==> run_1/wires.png <==
Two of the layers only.
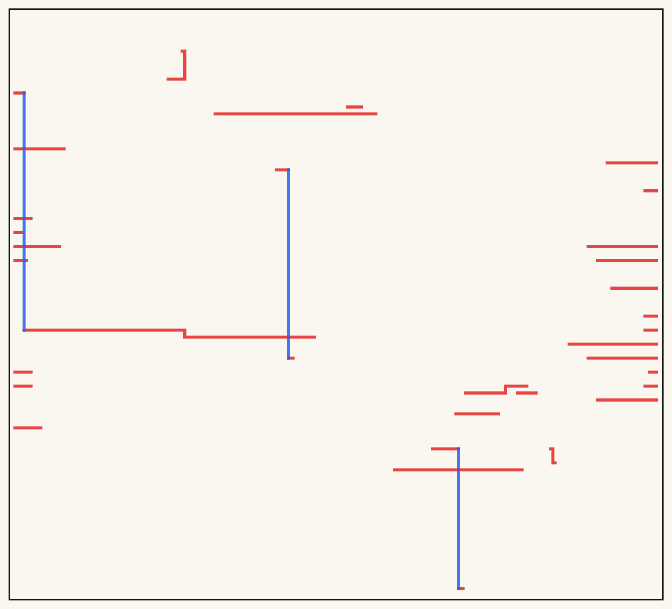
==> run_1/congestion.png <==
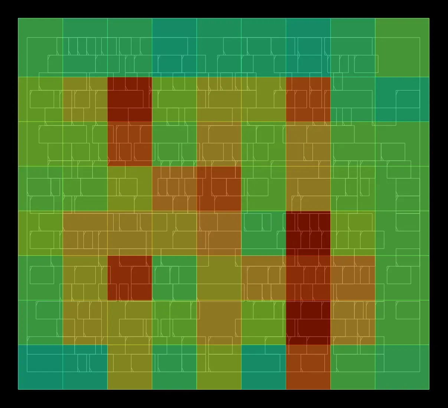
==> run_1/flops_by_reg.png <==
Other sequential cells in the stronger grey, the rest of the logic in the fainter grey.
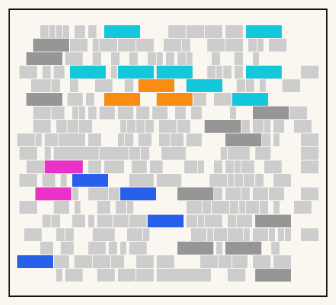
==> config.mk <==
export PLATFORM = sky130hd
export DESIGN_NAME = sram_master
export DESIGN_NICKNAME = d
export VERILOG_FILES = /design/src/rtl/sram_master.sv
export SDC_FILE = /design/constraint.sdc
export NUM_CORES = 1
export LEC_CHECK = 0
export CORE_ASPECT_RATIO = 0.9
export CORE_MARGIN = 1
export CORE_UTILIZATION = 45
export DETAILED_ROUTE_END_ITERATION = 16
export PLACE_DENSITY_LB_ADDON = 0.2
export SLEW_MARGIN = 0
export SYNTH_ARGS = -nofsm -noshare
export SYNTH_HDL_FRONTEND = slang
export SYNTH_SLANG_ARGS = --single-unit
==> constraint.sdc <==
create_clock -name clk -period 1.85 [get_ports clk]
set_input_delay 0.37 -clock clk [delete_from_list [all_inputs] [get_ports clk]]
set_output_delay 0.37 -clock clk [all_outputs]
set_load 0.01 [all_outputs]
==> commit_impl_results.txt, run 1 <==
Update PnR metrics after Yosys + OpenROAD run

- Classification of the worst-slack hold path: register to register
* Kind of start point of the critical path: register
- Max H-tree Level: 1
- Counting flops with a built-in enable in the synthesized netlist gives 0.
- The synthesis report names the predominant flop master as sky130_fd_sc_hd__dfxtp_1.
* Total count of hold-check failures in the final report: 0
- Per the detail_route report, DRC violations left total 0.
- According to the floorplan report, the placeable core area is between 3000 and 4000 um^2.
- Per the post-synthesis report, the nets total 216.
- First-pass GRT wire length: between 6000 and 7000 um
* Number of pins exceeding their max-slew limit in the final report: 0
- Number of storage elements in the synthesis netlist: 28
- Hold Path Depth: 1
* Horizontal extent of the die: around 64 um
- At the end of the flow, the number of nets in the layout was roughly 270.
* Number of global-route vias before repair: 1,465
- Xor/xnor share: 0.0106
- The multi-input combinational cells in the finished layout cover a total of 863 um^2.
- Measured along the y axis, the die boundary spans 57.4 um.
* Worst slew margin relative to its limit: 0.617
* Post-cts hold buffer count: 0
- Looking at the max-slew report, the worst-margin pin has a slew of 0.575 ns.
* Outcome: completed
* Area fraction in and, or, nand and nor cells: 0.235
- Antenna diode instance count: 0
- Clk slew on worst S/H paths: 0.10 ns
- Minimum period implied by the final worst setup slack: 1.70 ns
- M1 WL: 1710 um
* Final std cell area, no fill: approximately 2200 um^2
Back to the opening pictures, wires.png:
colour	layer	wire length
blue	metal 4	55.1 um
red	metal 3	149 um
total via count in the routed design: 1,562
All-Layer GR Usage: 0.210

Back to the opening pictures, congestion.png:
met3 Use GR: 0.0340
wire length per cell after detailed routing: 13.6 um
met1 usage: 0.248

Back to the opening pictures, flops_by_reg.png:
colour	name in the netlist	placed flops
magenta	cnt_q	2
blue	mem_addr	4
orange	state_q	3
cyan	rsp_rdata	8
sequential power: 0.806 mW
Post-Route Utilization: 0.692
sequential cell area share: 0.259
register area: 562 um^2

-- run 1: stage by stage --
step	TNS [ns]	setup slack [ns]	cells	hold slack, ns	util
floorplan	0	0.242	186	0.418	-
global placement	-0.125	-0.125	275	0.432	0.659
detailed placement	-0.186	-0.147	275	0.447	0.659
CTS	0	0.0531	279	0.461	0.682
global route	0	0.0515	281	0.461	0.692
finish	0	0.152	281	0.445	0.692
-- run 1: repair_timing --
item	in CTS	in global routing
cloned	0	1
gates resized	1	5
setup endpoints to repair	1	4
hold endpoints to repair	0	0
pin swaps	0	2
setup buffers	0	1
-- run 1: cells in the mapped netlist, drive strengths merged, types with 2 or more instances --
| cell | instances |
|---|---|
| o31ai | 2 |
| nand2b | 5 |
| clkbuf | 4 |
| nor2b | 3 |
| o32ai | 6 |
| buf | 7 |
| a211oi | 4 |
| ha | 3 |
| a311oi | 3 |
| dfxtp | 28 |
| a211o | 2 |
| o31a | 2 |
| o21a | 3 |
| nor2 | 14 |
| nand2 | 17 |
| nor3b | 2 |
| a21oi | 17 |
| nand3 | 14 |
| o21ai | 12 |
| inv | 12 |
| mux2i | 5 |
| nor3 | 4 |
-- run 1: worst max-delay path, cell delays in order (launching register included) --
cell and delay (ns):
sky130_fd_sc_hd__dfxtp_2 0.34, sky130_fd_sc_hd__inv_1 0.08, sky130_fd_sc_hd__ha_4 0.19, sky130_fd_sc_hd__o21a_1 0.19
sky130_fd_sc_hd__a311oi_2 0.28, sky130_fd_sc_hd__buf_4 0.19, sky130_fd_sc_hd__buf_4 0.11, sky130_fd_sc_hd__nor2_1 0.03
sky130_fd_sc_hd__a211oi_1 0.21
-- run 1: power breakdown --
group / total (mW) / internal [mW] / switching [mW]
Sequential: 0.806 / 0.709 / 0.0966
Clock: 0.478 / 0.289 / 0.188
Combinational: 1.07 / 0.528 / 0.542
-- run 1: metal layers --
layer	up-vias	GRT usage
met1	734	0.248
met3	6	0.0340
met5	-	0
li1	780	-
met4	0	0.0877
met2	42	0.378
-- run 1: final cells by class --
class,count,area share
inverters,12,0.0207
multi-input cells,135,0.397
clock buffers,3,0.0190
clock inverters,1,0.0138
well taps,42,0.0242
flip-flops and latches,28,0.259
repair buffers,60,0.266
-- run 1: logic make-up (layout without fill, tap and decap cells) --
family          after synthesis  after routing
buf+inv                      23             76
fa+ha+maj                     3              3
flops                        28             28
simple gates                 69             69
xor+xnor                      1              1
compound gates               56             56
mux                           6              6
==> inputs of run 2 (changes only) <==
Settings changed: CORE_ASPECT_RATIO 0.9 to 0.6, MAX_ROUTING_LAYER set to met4.
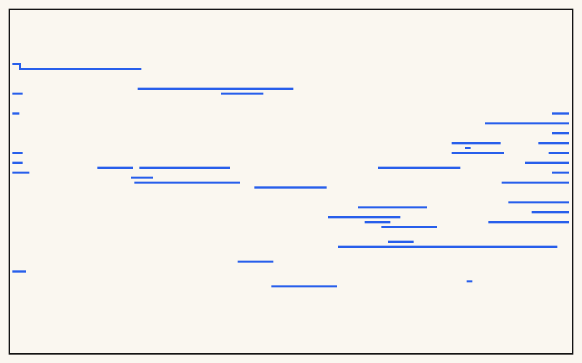
(run_2/layer_met3.png)
longest straight run	29.9 um
wire length on this layer	259 um
share of all routed wire	6.5%
nets with wire on the layer	33
DRT Wirelength: 4000 um
met3 Use GR: 0.0505
total via count in the routed design: 1,581

==> commit_impl_results.txt, run 2 <==
Update PnR metrics after Yosys + OpenROAD run

- Outcome: completed
- Clk slew on worst S/H paths: 0.09 ns
* Count of library flops with an enable pin: 0
- Horizontal extent of the die: 77.4 um
- For this design the total switching power over the nets is 0.824 mW.
* First-pass GRT wire length: 6330 um
- Flip-flop cell with the highest count after synthesis: sky130_fd_sc_hd__dfxtp_1
- Synthesis produced a netlist with a net count of 216.
- For this sky-water flow run, the detailed-routed wirelength per cell is reported as 14.0 um.
- Number of pins exceeding their max-slew limit in the final report: 0
* Setup Total Neg Slack: 0 ns
- DR DRC count: 0
- Of the total power, the share spent switching nets is 0.369.
- The worst setup path is launched from a register.
- STA reports the tightest min-delay check as being of type register to register.
- According to the floorplan report, the placeable core area is between 3000 and 4000 um^2.
- After synthesis the netlist holds a flip-flop and latch count of 28.
* Antenna diode instance count: 0
- The number of global-route vias before repair came to 1,367.
- The global routing report lists combined usage of all routing layers as 0.234.
* Total count of hold-check failures in the final report: 0
- Registers take 562 um^2.
- Internal: between 1 and 1.5 mW
* Y dimension of the die: around 47 um
* Area of the multi-input gates: 851 um^2
* Transition time at the pin with the least slew margin: 0.512 ns
- Most frequent cell after synthesis: sky130_fd_sc_hd__dfxtp_1
- Max stage delay on crit path: 0.33 ns
-- run 2: cell counts after synthesis --
Identical to the previous run, type by type.
-- run 2: metrics by stage --
step                      hold slack (ns)  power, mW  cell area [um^2]  std cells
after CTS                           0.451       2.19              2140        282
after global placement              0.430       1.83              2100        279
after floorplan                     0.418       1.48              1530        186
after detailed placement            0.438       1.87              2100        279
final                               0.427       2.23              2160        285
after global routing                0.456       2.40              2160        285
-- run 2: cells by family after synthesis --
kind of cell / after synthesis / share of synthesized area
DFF: 28 / 0.365
AOI/OAI and AO/OA: 56 / 0.245
muxes: 6 / 0.0400
buffers and inverters: 23 / 0.0799
xor gates and xnor gates: 1 / 0.0106
adders and majority gates: 3 / 0.0245
and+or+nand+nor: 69 / 0.235
-- run 2: repair_timing --
| action | in CTS | in global routing |
|---|---|---|
| buffers inserted | 0 | 3 |
| pin swaps | 0 | 1 |
| endpoints found under the setup margin | 1 | 2 |
| resized | 1 | 1 |
-- run 2: routing by layer --
metal	global-route usage	vias to the layer above
met4	0.0528	0
met1	0.319	732
li1	-	789
met3	0.0505	4
met5	-	-
met2	0.358	56
-- run 2: cell type report --
cell class	count	area share
clock buffers	3	0.0191
inverters	12	0.0208
multi-input cells	135	0.393
flip-flops and latches	28	0.260
well taps	42	0.0243
repair buffers	65	0.283
-- run 2: critical path: cells and delay by family (launching register included) --
kind,cells,cell delay [ns]
compound gates,3,0.67
fa+ha+maj,1,0.23
buf+inv,2,0.24
flops,1,0.33
simple gates,1,0.18
-- run 2: power by group through the flow --
stage / Sequential, mW / Clock [mW] / Combinational, mW
2_1_floorplan: 0.839 / 0 / 0.639
3_3_place_gp: 0.813 / 0 / 1.02
3_5_place_dp: 0.822 / 0 / 1.05
4_1_cts: 0.807 / 0.333 / 1.05
5_1_grt: 0.824 / 0.353 / 1.22
6_report: 0.809 / 0.321 / 1.10
No activity file was given, so power comes from the tool's default toggle rates.
